==> config.mk <==
export PLATFORM = sky130hd
export DESIGN_NAME = risc_controller
export DESIGN_NICKNAME = d
export VERILOG_FILES = /design/src/rtl/risc_controller.sv
export SDC_FILE = /design/constraint.sdc
export NUM_CORES = 1
export LEC_CHECK = 0
export ABC_AREA = 1
export CORE_AREA = 2 2 39 41
export CTS_CLUSTER_SIZE = 10
export DETAILED_ROUTE_END_ITERATION = 10
export DIE_AREA = 0 0 41 43
export GPL_ROUTABILITY_DRIVEN = 0
export GPL_TIMING_DRIVEN = 0
export HOLD_SLACK_MARGIN = 0.12
export PLACE_DENSITY = 0.71
export SYNTH_ARGS = -nofsm -noshare
export SYNTH_HDL_FRONTEND = slang
export SYNTH_SLANG_ARGS = --single-unit
==> constraint.sdc <==
create_clock -name clk -period 1.4 [get_ports clk]
set_input_delay 0.14 -clock clk [delete_from_list [all_inputs] [get_ports clk]]
set_output_delay 0.14 -clock clk [all_outputs]
set_load 0.03 [all_outputs]
==> run_1/metal_stack.png <==
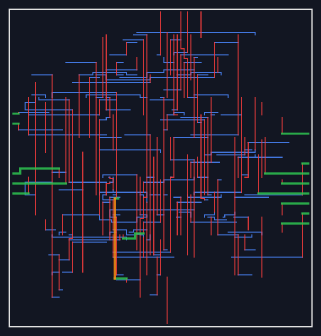
Orange shows met4, wire length 10.9 um. Red shows met2, wire length 761 um. Green shows met3, wire length 51.3 um. Blue shows met1, wire length 495 um.
DR WL/cell: 12.2 um
final WL: 1.32 mm

==> run_1/final_clocks.png <==
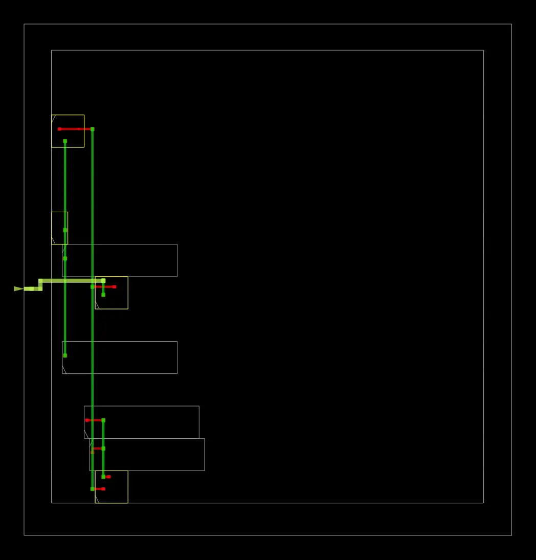
CTS buffer count: 3
CTS Sinks: 4

==> run_1/port_nets.png <==
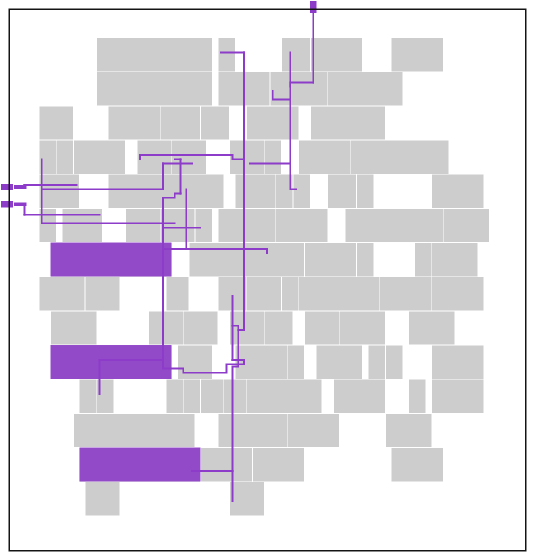
Purple shows phase, direction output, end cells 3, buffers 6, wire 174 um.
input/output buffers: 17
I/O pins: 18

==> run_1/clock_map.png <==
The bar under the picture is 10 um long.
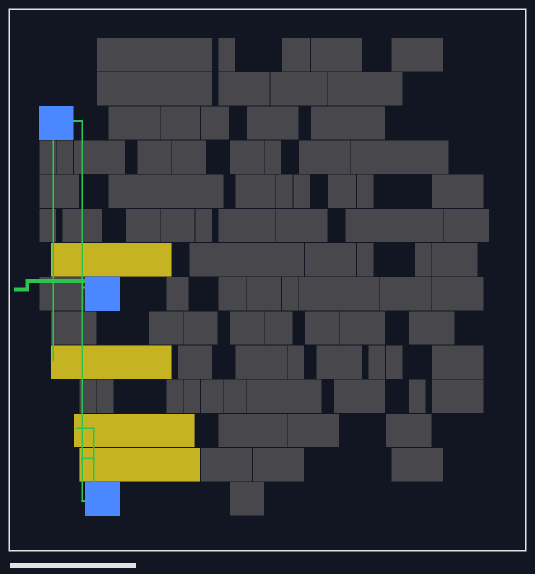
Green shows clock wires, length 69.7 um. Yellow shows flip-flops, count 4. Blue shows cells driving clock nets, count 3.
There are 4 routed clock nets.
Clock Latency Late Sink: 240 ps
Clock Power Share: 0.506
clock group power: 0.156 mW
Setup Skew: 8.43 ps

==> Changelog: implementation, run 1 <==
## Flow update

- Status: complete, but fails checks
- Failing checks: negative setup slack
- Overall die height: 43 um
- Fin util: 0.685
- Slew headroom: 0.788
- FF+latch count, synth: 4
- YS chip area: 395 um^2
- Setup violators final: 11
- Worst slew pin tran: 317 ps
- Antenna diode count: 0
- Fin worst setup slack: -285 ps
- Largest net degree at the start of global routing: 10
- Layout non-clock buf frac: 0.305
- GR Layer Usage met2: 0.297
- Remaining DRCs: 0
- Sequential cell area share: 0.111
- Drt via density: 4.66
- FP Core Util: 0.286
- Die W: 41 um
- Fillcell total: 105
- Dominant combinational family: simple AND/OR/NAND/NOR gates
- Max stage delay on crit path: 450 ps
- First-pass GRT wire length: 2.07 mm
- Synthesis warning total: 0
- Multiplexer share: 0
- # Cells Yosys: 58
- Crit-path leading delay family: flip-flops
- Internal cell power: 0.241 mW
==> run 1 -> run 2 <==
Settings changed: RECOVER_POWER set to 50, SKIP_LAST_GASP set to 1.
==> Changelog: implementation, run 2 <==
## Flow update

- Clock group power: 0.156 mW
- Fin worst setup slack: -284 ps
- Die W: 41 um
- Internal cell power: 0.240 mW
- WHS: 600 ps
- GR Layer Usage met2: 0.297
- Failing checks: negative setup slack
- Setup violators final: 11
- First-pass GRT wire length: 2.07 mm
- Highest-count logic cell in the final layout: buf_6
- Fin util: 0.685
- Nets: 105
- Period utilization: 1.20
- Resized Gates After CTS: 84
- Synth Flop Type: dfrtp_1
- Drt via density: 4.66
- Input/output buffers: 17
- CTS Sinks: 4
- Compound Share, Synth: 0.0506
- Fillcell total: 105
- DR WL/cell: 12.2 um
- Synthesis warning total: 0
- Tool Warnings: 33
- Overall die height: 43 um
- Largest net degree at the start of global routing: 10
- Sequential cell area share: 0.111
- Worst slew pin tran: 317 ps
- Top routing layer in use: met4
- Layout clock area frac: 0.0277
- Multiplexer share: 0
- Clock Latency Late Sink: 240 ps
- Number of buffers and inverters on the critical path: 2
- Clock Pin Slew Worst Setup and Hold Paths: 40 ps
- Crit-path leading delay family: flip-flops
- Max stage delay on crit path: 460 ps
- FF+latch count, synth: 4
- CTS buffer count: 3
- Worst Hold Depth: 2
- # Cells Yosys: 58
- Post-DP Area: 704 um^2
- Setup Skew: 8.43 ps
- Layout non-clock buf frac: 0.305
- Dominant combinational family: simple AND/OR/NAND/NOR gates
- YS chip area: 395 um^2
- CP Depth: 7
- I/O pins: 18
- Antenna diode count: 0
- Remaining DRCs: 0
- Status: complete, but fails checks
==> run_2/final_clocks.png <==
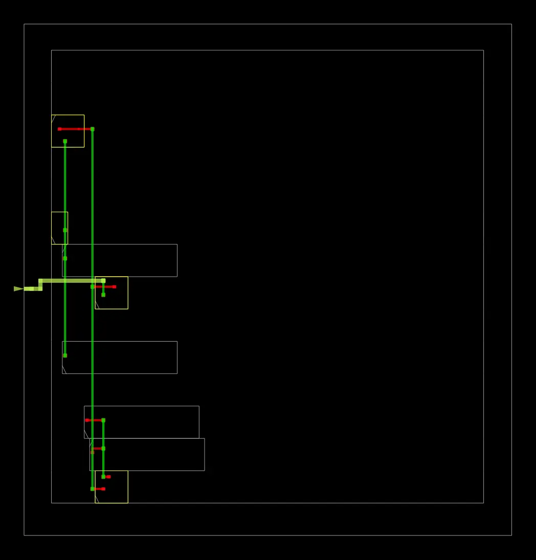
flip-flops: 4
number of clock buffers in the layout: 4

==> run_2/clock_map.png <==
The bar under the picture is 10 um long.
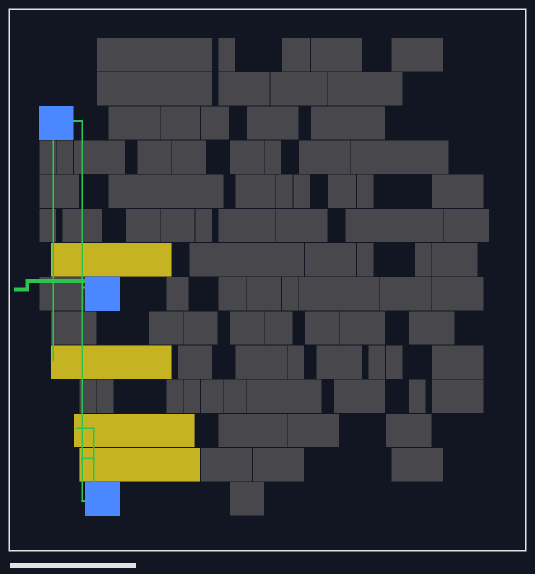
Blue shows cells driving clock nets, count 3. Yellow shows flip-flops, count 4. Green shows clock wires, length 69.7 um.
There are 4 routed clock nets.
Clock Power Share: 0.507

==> run_2/metal_stack.png <==
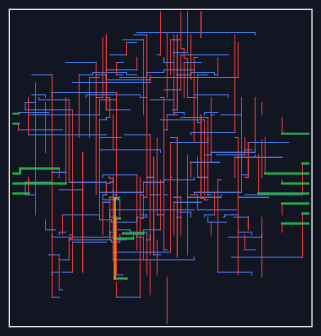
Green shows met3, wire length 56.6 um. Red shows met2, wire length 760 um. Orange shows met4, wire length 10.9 um. Blue shows met1, wire length 493 um.
total track usage: 0.180
final WL: 1.32 mm

Power is estimated from default activity; no workload was simulated.
